### config.mk
export PLATFORM = sky130hd
export DESIGN_NAME = alu_sp_ctrl
export DESIGN_NICKNAME = d
export VERILOG_FILES = /design/src/rtl/alu_sp_pkg.sv /design/src/rtl/alu_sp_regfile.sv /design/src/rtl/alu_sp_ctrl.sv
export SDC_FILE = /design/constraint.sdc
export NUM_CORES = 1
export LEC_CHECK = 0
export ABC_AREA = 1
export CORE_MARGIN = 3
export CORE_UTILIZATION = 30
export DETAILED_ROUTE_END_ITERATION = 8
export PLACE_DENSITY_LB_ADDON = 0.1
export SYNTH_ARGS = -nofsm -noshare
export SYNTH_HDL_FRONTEND = slang
export SYNTH_SLANG_ARGS = --single-unit
### constraint.sdc
create_clock -name clk -period 1.9 [get_ports clk]
set_clock_uncertainty 0.1 [all_clocks]
set_input_delay 0.19 -clock clk [delete_from_list [all_inputs] [get_ports clk]]
set_output_delay 0.19 -clock clk [all_outputs]
set_load 0.05 [all_outputs]
### src/rtl/alu_sp_pkg.sv
// rtl/alu_sp_pkg.sv - shared opcodes and state encoding for the ALU sequencer
package alu_sp_pkg;

  // Instruction opcodes accepted by the sequencer
  localparam logic [2:0] OPC_LOADI = 3'b000;
  localparam logic [2:0] OPC_MOV   = 3'b001;
  localparam logic [2:0] OPC_ADD   = 3'b010;
  localparam logic [2:0] OPC_SUB   = 3'b011;
  localparam logic [2:0] OPC_AND   = 3'b100;
  localparam logic [2:0] OPC_OR    = 3'b101;

  // ALU opcodes driven on alu_op[2:0]; 1xx is never driven
  localparam logic [2:0] ALU_FWD = 3'b000;
  localparam logic [2:0] ALU_ADD = 3'b001;
  localparam logic [2:0] ALU_AND = 3'b010;
  localparam logic [2:0] ALU_OR  = 3'b011;

  typedef enum logic [1:0] {
    IDLE = 2'd0,
    EXEC = 2'd1,
    RESP = 2'd2
  } state_e;

endpackage

### src/rtl/alu_sp_regfile.sv
// rtl/alu_sp_regfile.sv - NREG x DW register file, two async read ports, one sync write port
module alu_sp_regfile #(
  parameter int DW   = 8,
  parameter int NREG = 4,
  localparam int RW  = $clog2(NREG)
) (
  input  logic          clk,
  input  logic          rst_n,
  input  logic [RW-1:0] ra_addr_i,
  output logic [DW-1:0] ra_data_o,
  input  logic [RW-1:0] rb_addr_i,
  output logic [DW-1:0] rb_data_o,
  input  logic          we_i,
  input  logic [RW-1:0] wa_i,
  input  logic [DW-1:0] wd_i
);

  logic [DW-1:0] regs_q [NREG];

  // Storage: cleared on reset, written on the edge where we_i is high
  always_ff @(posedge clk or negedge rst_n) begin
    if (!rst_n) begin
      for (int i = 0; i < NREG; i++) regs_q[i] <= '0;
    end else if (we_i) begin
      regs_q[wa_i] <= wd_i;
    end
  end

  // Read ports see pre-write contents, so rd aliasing ra/rb reads old values
  always_comb begin
    ra_data_o = regs_q[ra_addr_i];
    rb_data_o = regs_q[rb_addr_i];
  end

endmodule

### src/rtl/alu_sp_ctrl.sv
// rtl/alu_sp_ctrl.sv - instruction sequencer for the 8-bit ALU; ALU_SP_CTRL_SUB_EN enables SUB
module alu_sp_ctrl
  import alu_sp_pkg::*;
#(
  parameter int DW   = 8,
  parameter int NREG = 4,
  localparam int RW  = $clog2(NREG)
) (
  input  logic          clk,
  input  logic          rst_n,
  input  logic          instr_valid,
  output logic          instr_ready,
  input  logic [2:0]    instr_opc,
  input  logic [RW-1:0] instr_rd,
  input  logic [RW-1:0] instr_ra,
  input  logic [RW-1:0] instr_rb,
  input  logic [DW-1:0] instr_imm,
  output logic [7:0]    alu_op,
  output logic [DW-1:0] alu_a,
  output logic [DW-1:0] alu_b,
  input  logic [DW-1:0] alu_res,
  output logic          res_valid,
  input  logic          res_ready,
  output logic [DW-1:0] res_data,
  output logic [RW-1:0] res_rd,
  output logic          res_err
);

  state_e        state_q, state_d;
  logic [2:0]    opc_q;
  logic [RW-1:0] rd_q, ra_q, rb_q;
  logic [DW-1:0] imm_q;
  logic [DW-1:0] res_data_q;
  logic [RW-1:0] res_rd_q;
  logic          res_err_q;

  logic [DW-1:0] ra_data, rb_data;
  logic          legal;
  logic          wr_en;
  logic          accept;

  assign accept = (state_q == IDLE) && instr_valid;

  // Opcode legality; SUB is only legal when its negation path is built
  always_comb begin
    legal = 1'b0;
    case (opc_q)
      OPC_LOADI, OPC_MOV, OPC_ADD, OPC_AND, OPC_OR: legal = 1'b1;
`ifdef ALU_SP_CTRL_SUB_EN
      OPC_SUB: legal = 1'b1;
`endif
      default: legal = 1'b0;
    endcase
  end

  alu_sp_regfile #(.DW(DW), .NREG(NREG)) u_regfile (
    .clk       (clk),
    .rst_n     (rst_n),
    .ra_addr_i (ra_q),
    .ra_data_o (ra_data),
    .rb_addr_i (rb_q),
    .rb_data_o (rb_data),
    .we_i      (wr_en),
    .wa_i      (rd_q),
    .wd_i      (alu_res)
  );

  // State register
  always_ff @(posedge clk or negedge rst_n) begin
    if (!rst_n) state_q <= IDLE;
    else        state_q <= state_d;
  end

  // Next-state: IDLE -> EXEC on accept, EXEC -> RESP always, RESP -> IDLE on res_ready
  always_comb begin
    state_d = state_q;
    case (state_q)
      IDLE:    if (instr_valid) state_d = EXEC;
      EXEC:    state_d = RESP;
      RESP:    if (res_ready) state_d = IDLE;
      default: state_d = IDLE;
    endcase
  end

  // Outputs: handshakes, write enable and ALU drive (ALU drive only in EXEC)
  always_comb begin
    instr_ready = (state_q == IDLE);
    res_valid   = (state_q == RESP);
    wr_en       = 1'b0;
    alu_op      = 8'h00;
    alu_a       = '0;
    alu_b       = '0;
    if (state_q == EXEC) begin
      wr_en = legal;
      case (opc_q)
        OPC_LOADI: begin alu_op[2:0] = ALU_FWD; alu_a = imm_q;   alu_b = imm_q;   end
        OPC_MOV:   begin alu_op[2:0] = ALU_FWD; alu_a = ra_data; alu_b = ra_data; end
        OPC_ADD:   begin alu_op[2:0] = ALU_ADD; alu_a = ra_data; alu_b = rb_data; end
`ifdef ALU_SP_CTRL_SUB_EN
        OPC_SUB:   begin alu_op[2:0] = ALU_ADD; alu_a = ra_data; alu_b = (~rb_data) + DW'(1); end
`endif
        OPC_AND:   begin alu_op[2:0] = ALU_AND; alu_a = ra_data; alu_b = rb_data; end
        OPC_OR:    begin alu_op[2:0] = ALU_OR;  alu_a = ra_data; alu_b = rb_data; end
        default:   begin alu_op[2:0] = ALU_FWD; alu_a = '0;      alu_b = '0;      end
      endcase
    end
  end

  // Datapath: capture the instruction on accept, capture the result at the end of EXEC
  always_ff @(posedge clk or negedge rst_n) begin
    if (!rst_n) begin
      opc_q      <= '0;
      rd_q       <= '0;
      ra_q       <= '0;
      rb_q       <= '0;
      imm_q      <= '0;
      res_data_q <= '0;
      res_rd_q   <= '0;
      res_err_q  <= 1'b0;
    end else begin
      if (accept) begin
        opc_q <= instr_opc;
        rd_q  <= instr_rd;
        ra_q  <= instr_ra;
        rb_q  <= instr_rb;
        imm_q <= instr_imm;
      end
      if (state_q == EXEC) begin
        res_data_q <= legal ? alu_res : '0;
        res_rd_q   <= rd_q;
        res_err_q  <= ~legal;
      end
    end
  end

  assign res_data = res_data_q;
  assign res_rd   = res_rd_q;
  assign res_err  = res_err_q;

endmodule

**Metal 1**

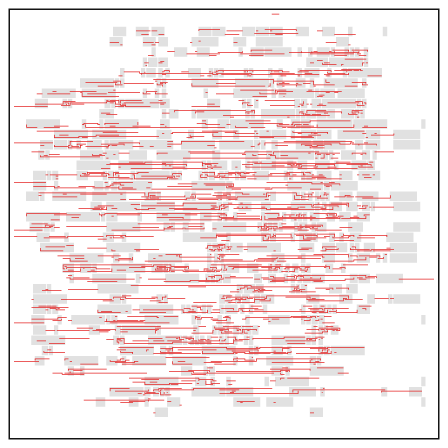
share of all routed wire: 47%
main direction: horizontal
longest straight run: 36.8 µm

**Met2 routing**

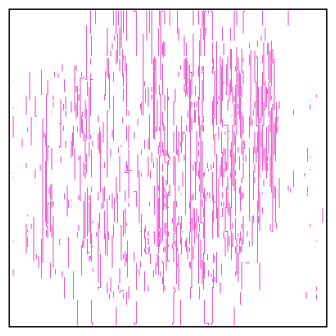
longest straight run: 51.7 µm
nets with wire on the layer: 448
share of all routed wire: 46%
main direction: vertical

**Met3 routing**

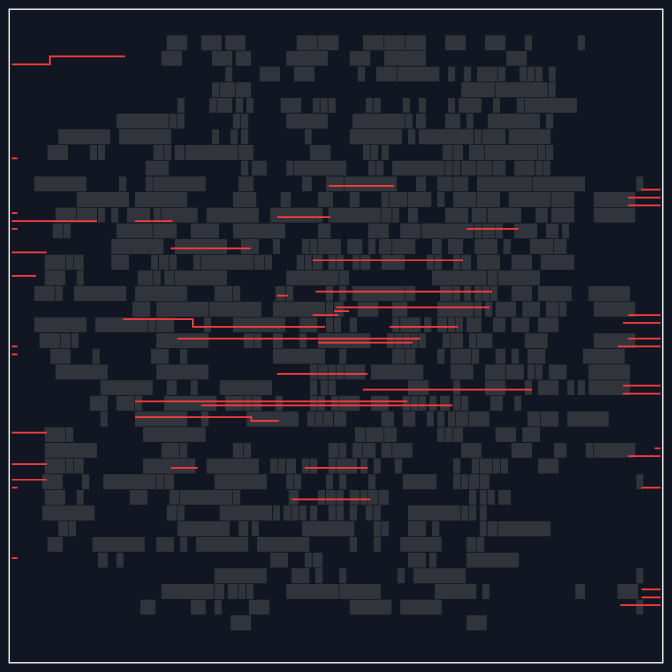
nets with wire on the layer: 42
share of all routed wire: 5.5%

-- cells in the mapped netlist --
| library cell | number |
|---|---|
| nand2_4 | 3 |
| conb_1 | 1 |
| clkinv_1 | 2 |
| and2_1 | 8 |
| nor3_1 | 1 |
| buf_6 | 4 |
| nor2_1 | 9 |
| nand3_1 | 49 |
| o21ai_1 | 16 |
| dfrtp_1 | 62 |
| o21ai_0 | 16 |
| buf_2 | 9 |
| inv_2 | 4 |
| o21ai_2 | 18 |
| nor2_2 | 1 |
| buf_4 | 7 |
| a21oi_1 | 9 |
| inv_8 | 1 |
| nand2_1 | 193 |
| inv_1 | 53 |
| clkbuf_1 | 4 |
| nand3_4 | 2 |
==> results.yml <==
# physical design summary
yosys:
  yosys_area_um2: 3442
  synth_flops: 62
  xor_share_pct: 0
  ys_sh_simple_pct: 32.93
  top_logic_kind: "simple AND/OR/NAND/NOR gates"
  synth_top_area_share_pct: 45.07
  ys_sh_aoi_pct: 10.54
  ys_types: 22
  top_area_cell: "dfrtp_1"
  area_leaders: "dfrtp_1 45%, nand2_1 21%, nand3_1 7.1%"
  syn_inst: 472
  syn_area_per_cell_um2: 7.292
  synthMuxAreaShare_pct: 0
  synth_area_um2: 3442
  ys_cells: 472
  synthAdderAreaFrac_pct: 0
  seq_area_frac_synth_pct: 45.07
final_layout:
  area.combinational_um2: 1854
  filler_cell_count: 1105
  n_all_inverters: 61
  bufAreaShareNonClock_pct: 19.88
  n_clock_buffer: 10
  dominant_cells: "multi-input combinational cells"
  stdcell_count: 696
  fin_area_um2: 5167
  regArea_um2: 1555
  regMostFlops: "u_regfile.regs_q"
  mostFrequentLayoutCell: "nand2_1"
  flop-count: 62
  seq_area_share_pct: 30.10
  antenna_cells: 0
  comb_cells: 331
  syn_to_final_growth_pct: 50.13
  drive_gt1_share_pct: 31.47
  buffers_excl_clock: 86
  sh_comb_area_pct: 35.88
  clockNetworkAreaShare_pct: 5.956
grt:
  grt_first_pass_wirelength_um: 16970
  grt_pass1_vias: 3221
  antenna_found_initial: 0
  grt_use_met2_pct: 26.26
  grt_remaining_overflow: 0
  grt_max_degree: 50
  top_usage_layer: "met2"
  grt_util_all_layers_pct: 16.87
  use_met3_pct: 3.155
power:
  p_comb_share_pct: 59.1
  power_clock_mw: 1.70
  p_clk_share_pct: 16.0
  intPower_mw: 5.574
  p_comb_mw: 6.28
  p_switching_mw: 5.053
  vdd.ir_drop.worst_uv: 1036
  total_power_mw: 10.63
  power_frac_seq_pct: 25.0
  maxPowerGroup: "combinational cells"
  pg_seq_mw: 2.65
  power_density_nw_per_um2: 2056
timing:
  finalSetupTns_ps: -1006
  min_period_over_period_pct: 105.1
  period_needed_ps: 1998
  setup_slack_ps: -97.63
  tightest_slew_ps: 502.4
  rsz0062_at_grt: "true"
  max-slew-margin-rel_pct: 66.40
  fmax_mhz: 500.6
  holdWs_ps: 219.5
  setup_viol: 17
critical_path:
  cp_slowest_cell: "dfrtp_2"
  critPathLaunchType: "register"
  crit_family: "flip-flops"
  cp_max_fo: 8
  cp.depth: 7
  rrSetupSlack_ps: 180
  path_cells: "clkinvlp_4, nand2_2, nand3_2, and2_4, nand2_4, a21oi_4, buf_12"
  worstSetupEndpointType: "primary output"
  critPathKind: "register to primary output"
  required_ps: 1610
  crit_path_start: "ra_q[0]"
  path_buffers: 2
  r2r_cells: 8
  worstSetupEndpoint: "alu_a[2]"
floorplanning:
  io_pins: 66
  die_x_um: 113.1
  floorplan.core_util_pct: 31.20
  die_h_um: 113.1
  coreArea_um2: 11030
  rows: 38
  fp.dieArea_um2: 12800
  nWellTaps: 140
drt:
  met1_length_um: 4921
  top_layer: "met4"
  detail-route-antenna-nets: 0
  wl_met3_um: 571
  detail_route.vias_per_cell: 4.578
  drt-pass1-iter-count: 4
  wl_um: 10390
cts:
  root_buffer: "clkbuf_16"
  post_cts_resize_count: 43
  clk_path_buf_depth: 2
  cts_made_buffers: 9
  cts_setup_buffers: 7
  cts.clk_slew.worst_paths_ps: 60
  worstSkewPairLatency_ps: 330
  clock-sinks: 62
  cts_tree: "done"
place:
  dp.final_hpwl_um: 7327
  gp_congestion: 0.8500
  port_buffers: 59
  preCtsSetupSlack_ps: 117.7
  placed_cells: 665
  placed_area_um2: 4377
outcome:
  status: "complete, but fails checks"
  violations: "negative setup slack"
hold_path:
  hp-class: "primary input to asynchronous set/reset pin"
Power is estimated from default activity; no workload was simulated.
